$ cat src/rtl/branch_pkg.sv
// rtl/branch_pkg.sv - shared comparator codes, funct3 values and FSM states for branch_ctrl
package branch_pkg;

  localparam logic [3:0] CMP_NONE = 4'b0000;
  localparam logic [3:0] CMP_BEQ  = 4'b1100;
  localparam logic [3:0] CMP_BNE  = 4'b1101;
  localparam logic [3:0] CMP_BLT  = 4'b0111;
  localparam logic [3:0] CMP_BGE  = 4'b1011;

  localparam logic [2:0] F3_BEQ = 3'b000;
  localparam logic [2:0] F3_BNE = 3'b001;
  localparam logic [2:0] F3_BLT = 3'b100;
  localparam logic [2:0] F3_BGE = 3'b101;

  typedef enum logic [1:0] {
    IDLE,
    WAIT,
    RESOLVE,
    FLUSH
  } state_e;

endpackage

$ cat src/rtl/branch_decode.sv
// rtl/branch_decode.sv - funct3 to comparator control code; unsupported encodings map to CMP_NONE
module branch_decode
  import branch_pkg::*;
(
  input  logic [2:0] funct3,
  output logic [3:0] cmp_ctl,
  output logic       illegal
);

  always_comb begin
    cmp_ctl = CMP_NONE;
    illegal = 1'b0;
    case (funct3)
      F3_BEQ:  cmp_ctl = CMP_BEQ;
      F3_BNE:  cmp_ctl = CMP_BNE;
      F3_BLT:  cmp_ctl = CMP_BLT;
      F3_BGE:  cmp_ctl = CMP_BGE;
      default: illegal = 1'b1;
    endcase
  end

endmodule

$ cat src/rtl/branch_ctrl.sv
// rtl/branch_ctrl.sv - branch resolution FSM: stall, comparator drive, PC redirect and flush
// Statistics counters are built only when BRANCH_CTRL_STATS_EN is defined.
module branch_ctrl
  import branch_pkg::*;
#(
  parameter int XLEN         = 32,
  parameter int FLUSH_CYCLES = 2,
  parameter int CNT_W        = 32
) (
  input  logic             clk,
  input  logic             rst,
  input  logic             br_valid,
  input  logic [2:0]       br_funct3,
  input  logic [XLEN-1:0]  br_target,
  input  logic             opnd_busy,
  input  logic             cmp_out,
  output logic [3:0]       cmp_ctl,
  output logic             stall,
  output logic             pc_sel,
  output logic [XLEN-1:0]  pc_target,
  output logic             flush,
  output logic             br_illegal,
  output logic [CNT_W-1:0] stat_branches,
  output logic [CNT_W-1:0] stat_taken,
  output logic [CNT_W-1:0] stat_stall_cyc
);

  localparam logic [2:0] FLUSH_LOAD = 3'(FLUSH_CYCLES - 1);

  state_e            state_q, state_d;
  logic [2:0]        cnt_q, cnt_d;
  logic [3:0]        code_q, code_d;
  logic              ill_q, ill_d;
  logic [XLEN-1:0]   tgt_q, tgt_d;
  logic [3:0]        ctl_q, ctl_d;
  logic              bri_q, bri_d;
  logic [3:0]        dec_ctl;
  logic              dec_ill;
  logic              taken;

  branch_decode u_decode (
    .funct3  (br_funct3),
    .cmp_ctl (dec_ctl),
    .illegal (dec_ill)
  );

  // Illegal branches never redirect, even if the comparator reports true.
  assign taken = (state_q == RESOLVE) & cmp_out & ~bri_q;

  always_comb begin
    state_d = state_q;
    cnt_d   = cnt_q;
    code_d  = code_q;
    ill_d   = ill_q;
    tgt_d   = tgt_q;
    ctl_d   = CMP_NONE;
    bri_d   = 1'b0;
    case (state_q)
      IDLE: begin
        if (br_valid) begin
          code_d = dec_ctl;
          ill_d  = dec_ill;
          tgt_d  = br_target;
          if (opnd_busy) begin
            state_d = WAIT;
          end else begin
            state_d = RESOLVE;
            ctl_d   = dec_ctl;
            bri_d   = dec_ill;
          end
        end
      end
      WAIT: begin
        // The branch was captured on entry, so a dropped br_valid cannot lose it.
        if (!opnd_busy) begin
          state_d = RESOLVE;
          ctl_d   = code_q;
          bri_d   = ill_q;
        end
      end
      RESOLVE: begin
        state_d = IDLE;
        if (taken && FLUSH_CYCLES > 1) begin
          state_d = FLUSH;
          cnt_d   = FLUSH_LOAD;
        end
      end
      FLUSH: begin
        cnt_d = cnt_q - 3'd1;
        if (cnt_d == 3'd0) state_d = IDLE;
      end
      default: state_d = IDLE;
    endcase
  end

  always_ff @(posedge clk or posedge rst) begin
    if (rst) begin
      state_q <= IDLE;
      cnt_q   <= 3'd0;
      code_q  <= CMP_NONE;
      ill_q   <= 1'b0;
      tgt_q   <= '0;
      ctl_q   <= CMP_NONE;
      bri_q   <= 1'b0;
    end else begin
      state_q <= state_d;
      cnt_q   <= cnt_d;
      code_q  <= code_d;
      ill_q   <= ill_d;
      tgt_q   <= tgt_d;
      ctl_q   <= ctl_d;
      bri_q   <= bri_d;
    end
  end

  assign cmp_ctl    = ctl_q;
  assign br_illegal = bri_q;
  assign pc_target  = tgt_q;
  assign pc_sel     = taken;
  assign flush      = taken | (state_q == FLUSH);
  assign stall      = (state_q != IDLE) | br_valid;

`ifdef BRANCH_CTRL_STATS_EN
  localparam logic [CNT_W-1:0] CNT_ONE = CNT_W'(1);

  logic [CNT_W-1:0] st_br_q, st_br_d;
  logic [CNT_W-1:0] st_tk_q, st_tk_d;
  logic [CNT_W-1:0] st_sc_q, st_sc_d;

  always_comb begin
    st_br_d = st_br_q;
    st_tk_d = st_tk_q;
    st_sc_d = st_sc_q;
    if (state_q == RESOLVE) st_br_d = st_br_q + CNT_ONE;
    if (taken)              st_tk_d = st_tk_q + CNT_ONE;
    if (stall)              st_sc_d = st_sc_q + CNT_ONE;
  end

  always_ff @(posedge clk or posedge rst) begin
    if (rst) begin
      st_br_q <= '0;
      st_tk_q <= '0;
      st_sc_q <= '0;
    end else begin
      st_br_q <= st_br_d;
      st_tk_q <= st_tk_d;
      st_sc_q <= st_sc_d;
    end
  end

  assign stat_branches  = st_br_q;
  assign stat_taken     = st_tk_q;
  assign stat_stall_cyc = st_sc_q;
`else
  assign stat_branches  = '0;
  assign stat_taken     = '0;
  assign stat_stall_cyc = '0;
`endif

endmodule

$ cat config.mk
export PLATFORM = sky130hd
export DESIGN_NAME = branch_ctrl
export DESIGN_NICKNAME = d
export VERILOG_FILES = /design/src/rtl/branch_pkg.sv /design/src/rtl/branch_decode.sv /design/src/rtl/branch_ctrl.sv
export SDC_FILE = /design/constraint.sdc
export NUM_CORES = 1
export LEC_CHECK = 0
export ABC_AREA = 1
export CAP_MARGIN = 20
export CORE_MARGIN = 2
export CORE_UTILIZATION = 36
export CTS_CLUSTER_SIZE = 30
export DETAILED_ROUTE_END_ITERATION = 10
export PLACE_DENSITY = 0.88
export SLEW_MARGIN = 10
export SYNTH_ARGS = -nofsm -noshare
export SYNTH_HDL_FRONTEND = slang
export SYNTH_SLANG_ARGS = --single-unit
$ cat constraint.sdc
create_clock -name clk -period 1.7 [get_ports clk]
set_input_delay 0.425 -clock clk [delete_from_list [all_inputs] [get_ports clk]]
set_output_delay 0.425 -clock clk [all_outputs]
set_load 0.01 [all_outputs]
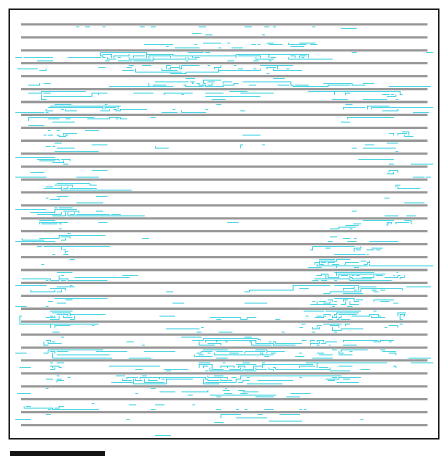
run_1/m1.png
The bar under the picture is 20 microns long. Supply wires on this layer in gray.
share of all routed wire: 40%
longest straight run: 21.2 microns
total routed wirelength: 5224 microns
via count: 1998

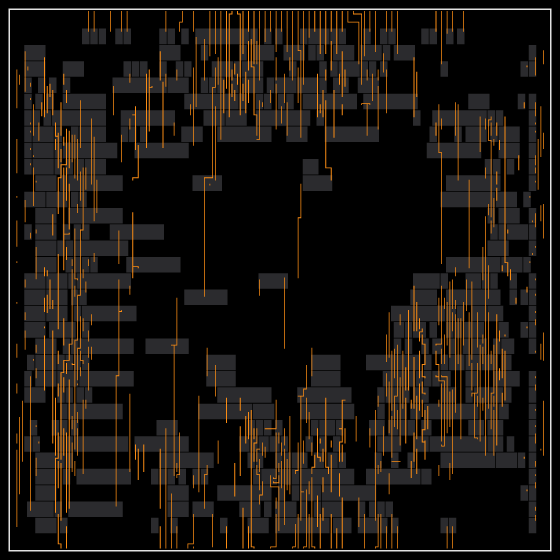
run_1/m2.png
longest straight run: 39.8 microns
wire length on this layer: 2740 microns
nets with wire on the layer: 393
share of all routed wire: 52%
main direction: vertical
met2 GRT Util: 22.87%

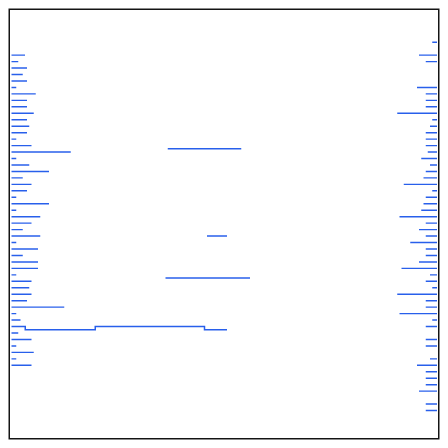
run_1/m3.png
main direction: horizontal
longest straight run: 23.0 microns
met3 Use GR: 4.191%

==> results_slide.txt, run 1 <==
Implementation Results

Run
  – Max-Cap Viols: 0
  – Stage-log warning count: 28

GRT
  – Initial antenna violation count: 0
  – GRT Max-Usage Layer: met2
  – Vias in the first global route: 1885
  – First-pass GRT wire length: 8349 microns
  – GR Util met1: between 10% and 20%
  – GRT overflow: 0

Die
  – Core ar.: between 7000 and 8000 sq um
  – Total die size: just over 8000 sq um
  – Die width: roughly 90 microns
  – Rows: 31
  – Chip height: ~90 microns
  – I/O pins: around 180
  – Tap cells: 99
  – Fp util: approximately 37%

Worst setup path
  – Crit path cell chain: clkdlybuf4s50_1
  – Critical R2R Launch: state_q[1]
  – CP max FO: 2
  – Slowest stage cell, crit path: clkdlybuf4s50_1
  – R2R depth: 12
  – Critical Path End Type: primary output
  – Crit path launch type: flop
  – Critical path arrival: between 1 and 1.5 ns
  – Number of cells on the critical path: 1
  – R2r endpoint: cnt_q[0]
  – Crit path launch: pc_target[13]
  – Crit path largest cell delay: ~0.55 ns
  – Critical path required time: roughly 1.3 ns
  – Setup crit end: pc_target[13]
  – Critical path class: flop to primary output
  – R2R setup slack: approximately 0.07 ns
  – Bufs and invs on worst path: 1

Final layout
  – Fraction of area in multi-input gates: 29.95%
  – Layout clock buffers: 7
  – Share of cells above drive strength 1: between 9 and 10%
  – Most numerous logic cells after layout: nand2_1 (131), conb_1 (96), clkdlybuf4s50_1 (71)
  – Seq_cells: between 40 and 50
  – Non-clk bufs: between 90 and 100
  – Commonest Layout Cell: nand2_1
  – Register Area: approximately 1200 sq um
  – Layout clock area frac: under 10%
  – Gate Area: a little over 1000 sq um
  – Seq/total area: about a third
  – Layout filler cell count: just under 700
  – Data buffer area share: 27.77%
  – Syn-to-layout area delta: 29.22%
  – Inserted Diodes: 0
  – Top class by area: flip-flops and latches
  – Inverters: 14

Synth
  – Unique cell types: 19
  – Post-synth regs: 47
  – Gate Count Post-Synth: about 330
  – Synth warn: 0
  – Register area share after synthesis: roughly 44%
  – Synthesized area per cell: slightly above 8 sq um
  – Post-Syn Area: 2668 sq um
  – Yosys stat chip area: ~2700 sq um

Clock tree
  – Clk root buf: clkbuf_8
  – Post-CTS sizing: 14
  – Postcts setup bufs: 6
  – CTS H-tree lvls: 2
  – Clock transition at path regs: approximately 0.09 ns
  – Hold-fix buffers, CTS: 0

STA
  – Final WS setup: 0.05785 ns
  – Final setup fails: 0
  – Fin crit share: 96.60%
  – Minimum clock period: 1.642 ns
  – RSZ-0062 raised after global routing: false
  – Setup TNS: 0 ns
  – Worst Clk Skew: 0.007383 ns
  – Final Hold Violating Endpoints: 0

Routing
  – Met2 wire length: roughly 2700 microns
  – Avg WL per Cell: between 10 and 15 microns
  – Iteration-0 DRC count of the detailed router: between 40 and 50
  – Antenna-violating nets left: 0
  – Met3 wire length: just under 400 microns
  – WL met1: roughly 2100 microns
  – Iteration count of the initial detailed-routing pass: 4

Run status
  – Status: finished clean

Power and ir drop
  – Worst VDD drop: ~0.67 mV
  – Leak pwr: around 1.9 nW
  – Pwr dens: ~1500 nW/um^2

Place
  – Detailed placer's ending HPWL: roughly 4000 microns
  – Dpl ws: -0.4296 ns

Hold path
  – Hold crit path type: input port to async pin
## run 1: registers in the layout, indices dropped and copies added, names as in the netlist
signal	cells
br_illegal	1
cmp_ctl	4
cnt_q	3
code_q	4
ill_q	1
pc_target	32
state_q	2
## run 1: metrics by stage
stage | instances | cell area (sq um) | hold WS, ns | total power [mW]
2_1_floorplan | 420 | 3024 | 0.4494 | 3.236
3_3_place_gp | 505 | 3278 | 0.4610 | 4.258
3_5_place_dp | 505 | 3278 | 0.4666 | 4.353
4_1_cts | 519 | 3421 | 0.4844 | 5.200
5_1_grt | 521 | 3447 | 0.4850 | 5.566
6_report | 521 | 3447 | 0.4787 | 5.172
## run 1: cells by family after synthesis
group / share of synthesized area [%]
compound gates: 2.298
fa+ha+maj: 0.9379
buf+inv: 30.96
flops: 44.09
other cells: 0.1406
simple gates: 21.58
## run 1: report_power, final
group	leakage, nW	internal, mW	switching, mW	total (mW)
Sequential	0.592	1.60	0.268	1.87
Clock	0.0505	0.370	0.355	0.725
Combinational	1.28	1.31	1.27	2.58
## run 1: cells in the mapped netlist
| cell | instances | area share [%] |
|---|---|---|
| nand2_1 | 134 | 19 |
| buf_4 | 98 | 28 |
| dfrtp_1 | 47 | 44 |
| inv_1 | 13 | 1.8 |
| a21oi_1 | 5 | 0.94 |
| nand3_1 | 5 | 0.94 |
| nor2_1 | 5 | 0.70 |
| buf_2 | 3 | 0.56 |
| o21ai_0 | 3 | 0.56 |
| buf_6 | 2 | 0.84 |
| ha_1 | 2 | 0.94 |
| a21boi_0 | 1 | 0.28 |
| conb_1 | 1 | 0.14 |
| inv_2 | 1 | 0.14 |
| nand2_4 | 1 | 0.42 |
| nor2_2 | 1 | 0.23 |
| nor2_4 | 1 | 0.42 |
| o21bai_1 | 1 | 0.28 |
| o22ai_1 | 1 | 0.23 |
run_1/congestion_map.png
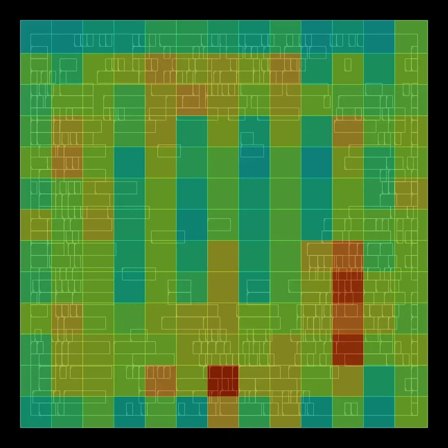

==> run 2: changes to the inputs <==
--- a/config.mk
+++ b/config.mk
@@ -8,11 +8,12 @@
 export ABC_AREA = 1
 export CAP_MARGIN = 20
 export CORE_MARGIN = 2
-export CORE_UTILIZATION = 36
+export CORE_UTILIZATION = 37
 export CTS_CLUSTER_SIZE = 30
 export DETAILED_ROUTE_END_ITERATION = 10
-export PLACE_DENSITY = 0.88
+export PLACE_DENSITY = 0.89
 export SLEW_MARGIN = 10
 export SYNTH_ARGS = -nofsm -noshare
 export SYNTH_HDL_FRONTEND = slang
+export SYNTH_HIERARCHICAL = 1
 export SYNTH_SLANG_ARGS = --single-unit
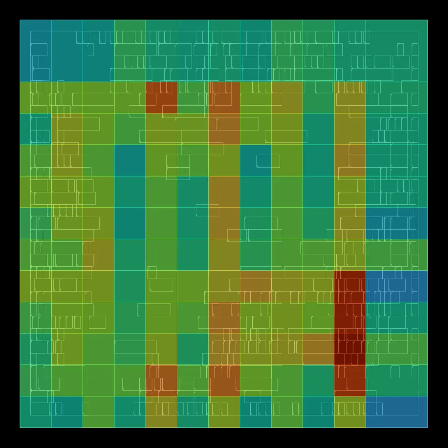
run_2/congestion_map.png
Avg WL per Cell: 9.830 microns
met3 Use GR: 3.970%
GRT Max-Usage Layer: met2
GR Util met1: 13.75%

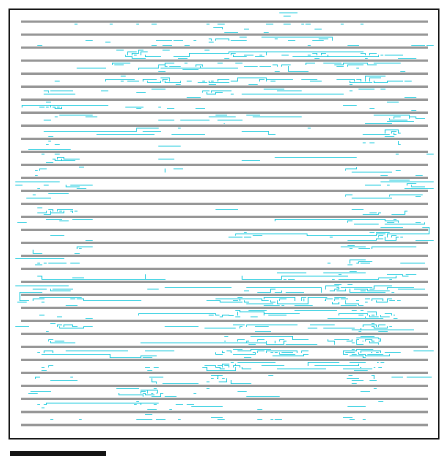
run_2/m1.png
The bar under the picture is 20 microns long. Supply wires on this layer in gray.
main direction: horizontal
share of all routed wire: 39%
nets with wire on the layer: 350
longest straight run: 28.1 microns
total routed wirelength: 5082 microns
via count: 2006

==> results_slide.txt, run 2 <==
Implementation Results

Final layout
  – Final instance area: between 3000 and 4000 sq um
  – Share of cells above drive strength 1: 7.416%

Power and ir drop
  – Leak pwr: about 1.9 nW
  – Switch share: roughly 37%
  – Switch Pwr: between 1.5 and 2 mW

Clock tree
  – Clk root buf: clkbuf_8
  – Clock transition at path regs: about 0.08 ns

Worst setup path
  – CP max FO: 3
  – Setup crit end: flush
  – Crit path launch type: input port
  – Critical R2R Launch: state_q[0]
  – Critical path arrival: between 1 and 1.5 ns
  – Slowest stage cell, crit path: clkdlybuf4s50_1
  – Crit path cell chain: clkdlybuf4s50_1 > nand2_1 > inv_1 > nand2_2 > nand2_2 > buf_6
  – R2r endpoint: pc_target[5]

Synth
  – Synthesized area per cell: 8.169 sq um
  – Gate Count Post-Synth: ~330
  – Post-synth area hogs: dfrtp_1 (43%), buf_4 (27%), nand2_1 (19%), buf_6 (2.1%), inv_1 (1.8%)
  – Synth warn: 6
  – Number of enable flip-flop cells: 0
  – Unique cell types: 17
  – Commonest flop: dfrtp_1
  – Xor/xnor share: 0%
  – Dominant cell area share: approximately 43%
  – Yosys stat chip area: around 2700 sq um
  – Simple-gate share of the synthesized area: a little over a fifth

STA
  – Final WS setup: between 0.03 and 0.04 ns
  – RSZ-0062 raised after global routing: false
  – Fin Hold WS: 0.4753 ns
  – Worst Clk Skew: 0.004559 ns
  – Final Hold Violating Endpoints: 0

Run status
  – Status: finished clean

Place
  – Detailed placer's ending HPWL: roughly 4000 microns

Die
  – Total die size: between 8000 and 9000 sq um
  – Rows: 31

GRT
  – Vias in the first global route: 1787
  – Initial antenna violation count: 0

Routing
  – Iteration count of the initial detailed-routing pass: 4

Run
  – Stage-log warning count: 27

Hold path
  – Hold crit path type: flop to flop
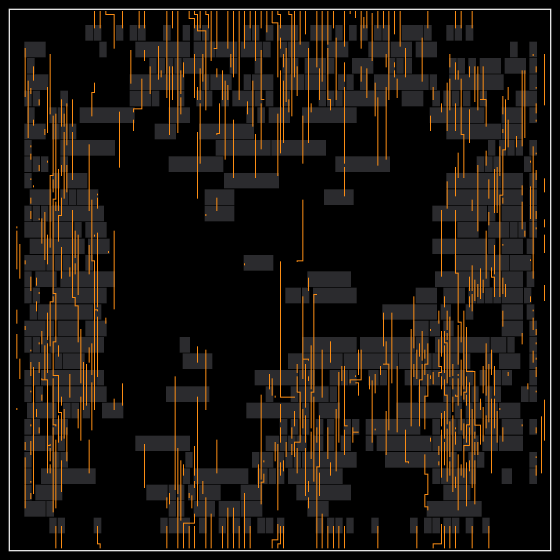
run_2/m2.png
longest straight run: 24.6 microns
nets with wire on the layer: 391
wire length on this layer: 2610 microns

[run 2: cell types whose count changed after synthesis, sizes merged]
cell | previous run | this run
nand2 | 135 | 139
inv | 14 | 17
nor2 | 7 | 5
a21oi | 5 | 6
clkbuf | 0 | 1
o21bai | 1 | 0
[run 2: kinds of logic (layout without fill, tap and decap cells)]
| family | count (synthesis) | count (layout) |
|---|---|---|
| other | 1 | 96 |
| AND-OR/OR-AND | 11 | 11 |
| buffers and inverters | 121 | 113 |
| flip-flops | 47 | 47 |
| adder cells (fa/ha/maj) | 2 | 2 |
| AND/OR/NAND/NOR | 149 | 149 |
[run 2: final cells by class]
cell class	count	area, sq um
fillers	681	3772
flip-flops and latches	47	1176
multi-input cells	258	1030
well taps	99	123.9
repair buffers	89	922.1
inverters	17	63.81
clock buffers	6	82.58
clock inverters	1	5.005
[run 2: repair_timing]
item / in CTS / in global routing
setup endpoints to repair: 3 / 3
endpoints found under the hold margin: 0 / 0
resized: 12 / 3
[run 2: routing by layer]
metal	wire (microns)	global-route usage [%]
met5	0	0
met4	34	4.342
met3	470	3.970
met2	2607	23.03
met1	1970	13.75
[run 2: power by group through the flow]
stage | registers (mW) | clock network, mW | logic [mW]
after floorplan | 2.04 | 0 | 1.21
after global placement | 1.86 | 0 | 2.39
after detailed placement | 1.89 | 0 | 2.49
after CTS | 1.87 | 0.709 | 2.49
after global routing | 1.93 | 0.756 | 2.75
final | 1.86 | 0.667 | 2.46
[run 2: worst max-delay path, delay by kind of cell]
family | cells | cell delay [ns]
AND/OR/NAND/NOR | 3 | 0.19
buffers and inverters | 3 | 0.63
Power figures rest on the tool's default switching activity, not on a simulated workload.
